==> run_1/metal_stack.png <==
(2 px per µm) Two of the layers only.
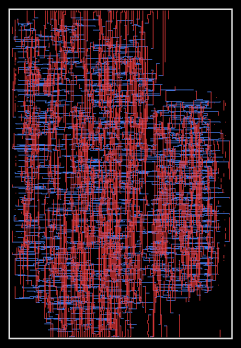
==> run_1/final_placement.png <==
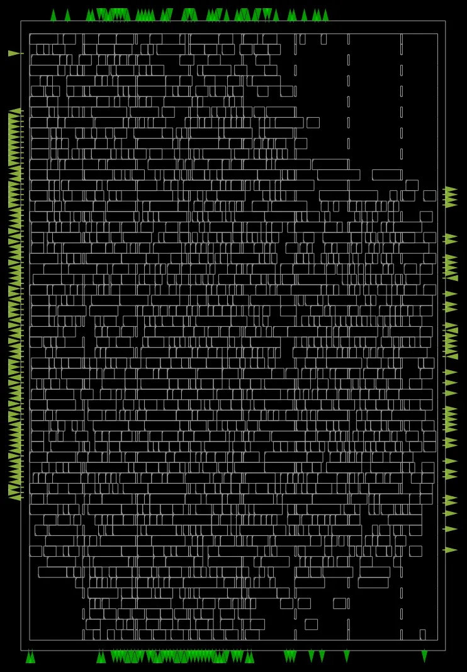
==> run_1/met3.png <==
(2 px per µm)
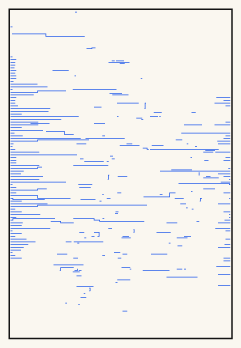
Design if_stage, sky130hd; sources not shown.
==> run notes, run 1 <==
impl run done, here's what came out: outcome finished with violations, violated checks negative setup slack, vias in the first global route 7,624, Core ar. 16,800 µm², Hold Buf Count CTS 0, Top cell by count, worst path buf_6, global placement routability congestion 0.938, worst hold path class input port to flop, Synth Area in Simple Gates 0.383, critical path cell sequence buf_6, buf_6, nand3_4, nor2_4, buf_6, buf_12, xnor2_4, o21ai_2, nand2_1, a21oi_2, Gate power share 0.141, Buf/Inv on CP 4, Layout Area Growth over Synthesis 64.9%, Register-to-Register Path Depth 10, Setup crit start kind flop, initial antenna violation count 0, final setup vio count 21, fp_density 0.407, number of synthesized flops with an enable pin 0, Post-synth ARST share 0, hold depth 3, CTS tree yes, Worst IR Drop VDD 705 µV, Final Max Slew Viols 0, design area 11,200 µm², Top area cell types dfxtp_1 (37%), nand2_1 (21%), nor2_1 (7.8%), a21oi_1 (7.0%), nand3_1 (5.1%), share of layout cells above drive strength 1 0.283, WS Path Type flop to flop, port buffer count 201, CP max-delay cell dfxtp_4, logic area 4370 µm², setup repair bufs after CTS 7, syn_area_per_cell 6.42 µm², most instantiated logic cells after routing nand2_1 (318), dlygate4sd2_1 (130), buf_4 (116), nor2_1 (95), a21oi_1 (85), clk slew on worst S/H paths 0.06 ns, CP endpoint kind flop, Peak Freq 0.634 GHz, pwr dens 820 nW/µm², setup ws final -0.0785 ns, Worst Path Arrival 1.86 ns, DRT Pass-1 Iters 5, total power 9210 µW, tool warning count 30, Post-synth mux share 0, Clk Latency, worst-skew pair 0.43 ns, Clk pwr share 0.467, CP max stage delay 0.36 ns
-- metal_stack.png (at the start) --
Key: red = met2 [wire length 13,100 µm]; blue = met1 [wire length 8,700 µm]
Vias: 8,042
total track usage: 0.252
DR WL/cell: 15.4 µm
routed wire length: 24.5 mm

-- final_placement.png (at the start) --
# fillers: 1,403
sequential cell count: 127

-- met3.png (at the start) --
The layer carries 1,620 µm of wire. The longest straight run is 54.5 µm.
GRT met3 Usage: 0.0712

[run 1: layer usage]
metal | part of all wire | track usage | vias to the layer above
met2 | 0.54 | 0.472 | 306
met1 | 0.36 | 0.249 | 3697
li1 | - | - | 3966
met3 | 0.066 | 0.0712 | 73
met4 | 0.044 | 0.141 | 0
met5 | 0 | 0 | -
[run 1: power by group through the flow]
stage	Sequential [µW]	Combinational [µW]	Clock (µW)
final	3610	1300	4300
after global routing	3630	1410	4480
after CTS	3610	1250	4350
after detailed placement	3680	1300	0
after global placement	3670	1280	0
after floorplan	3740	505	0
[run 1: final cells by class]
cell class                 instances  area share
clock buffer                      23      0.0425
clock inverter                     9      0.0119
inverter                          72      0.0249
multi-input combinational        807       0.389
sequential                       127       0.234
tap                              210      0.0234
timing repair buffer             340       0.274
==> run_1/cell_classes.png <==
(1.5 px per µm)
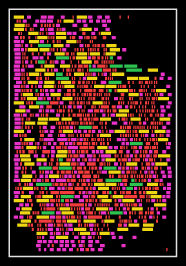

==> run 2, diff against run 1 <==
--- a/config.mk
+++ b/config.mk
@@ -7,9 +7,11 @@
 export LEC_CHECK = 0
 export ABC_AREA = 1
 export ABC_CLOCK_PERIOD_IN_PS = 1500
+export CELL_PAD_IN_SITES_DETAIL_PLACEMENT = 0
+export CELL_PAD_IN_SITES_GLOBAL_PLACEMENT = 2
 export CORE_ASPECT_RATIO = 1.5
 export CORE_MARGIN = 2
-export CORE_UTILIZATION = 40
+export CORE_UTILIZATION = 22
 export CTS_CLUSTER_SIZE = 20
 export DETAILED_ROUTE_END_ITERATION = 16
 export PLACE_DENSITY_LB_ADDON = 0.25
==> constraint.sdc (replaced) <==
create_clock -name clk -period 1.5 [get_ports clk]
set_input_delay 0.3 -clock clk [delete_from_list [all_inputs] [get_ports clk]]
set_output_delay 0.3 -clock clk [all_outputs]
set_load 0.01 [all_outputs]
==> run_2/cell_classes.png <==
(1 px per µm)
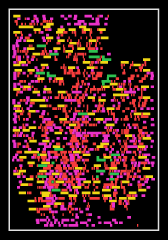
Key: red = all other logic [cells 879]; yellow = flops [cells 127]; green = clock drivers and dummy loads [cells 29]; magenta = other buffers and delay cells [cells 398]
Core ar.: 30,400 µm²
Seq area share: 0.219

==> run_2/met3.png <==
(1.5 px per µm)
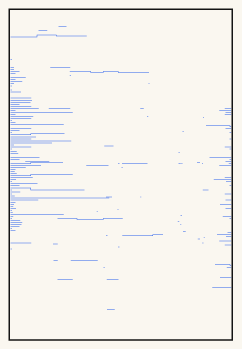
The layer holds 4.7% of the routed length. The longest straight run is 65.6 µm.
GRT met3 Usage: 0.0455
routed wire length: 28.7 mm
Vias: 7,911

==> run 2 against run 1 <==
The run still ends with negative setup slack left; cell count increased by 15%; area after synthesis unchanged; die area increased by 79%; worst hold slack improved by 0.17 ns; clock power decreased by 8.6%; critical path depth unchanged; clock skew decreased by 0.0033 ns; sequential power about the same; global-route usage decreased by 7.3 points.
==> run notes, run 2 <==
impl run done, here's what came out: final setup vio count 23 (+9.5%), DRT Pass-1 Iters 4 (-1), violated checks negative setup slack, Setup crit start kind flop, Post-synth ARST share 0 (unchanged), Register-to-Register Path Depth 10 (unchanged), design area 12,000 µm² (+7.0%), Final Max Slew Viols 0 (unchanged), Clk pwr share 0.437 (-0.030), Largest Pwr Group clock, Comb power 1450 µW (+10%), Post-synth mux share 0 (unchanged), CP endpoint kind flop, setup repair bufs after CTS 21 (+14), vias in the first global route 8,025 (+5.3%), setup ws final -0.128 ns (-0.0493 ns), total power 8980 µW (-2.5%), initial antenna violation count 0 (unchanged), share of layout cells above drive strength 1 0.345 (+0.0624), CP max stage delay 0.36 ns (about the same), Clk. pwr 3930 µW (-8.6%), WS Path Type flop to flop, number of synthesized flops with an enable pin 0 (unchanged), syn_area_per_cell 6.42 µm² (unchanged), # fillers 3,260 (+130%), outcome finished with violations, critical path cell sequence ha_4, nand2_4, nor2_4, buf_6, nand3_4, nor2_4, xor2_2, nor2_1, nor2_1, nor2_1
[run 2: routing by layer]
layer	wire, µm	part of all wire	track usage
met5	0	0	0
met4	908	0.032	0.0679
met3	1350	0.047	0.0455
met2	15900	0.55	0.348
met1	10600	0.37	0.180
[run 2: final cells by class]
| type | instances | area [µm²] | area share |
|---|---|---|---|
| Tap cell | 400 | 500 | 0.0416 |
| Clock inverter | 10 | 92.6 | 0.00770 |
| Inverter | 72 | 295 | 0.0246 |
| Timing Repair Buffer | 398 | 3590 | 0.299 |
| Clock buffer | 19 | 443 | 0.0369 |
| Sequential cell | 127 | 2640 | 0.219 |
| Multi-Input combinational cell | 807 | 4460 | 0.371 |
Power and IR drop assume default switching activity.
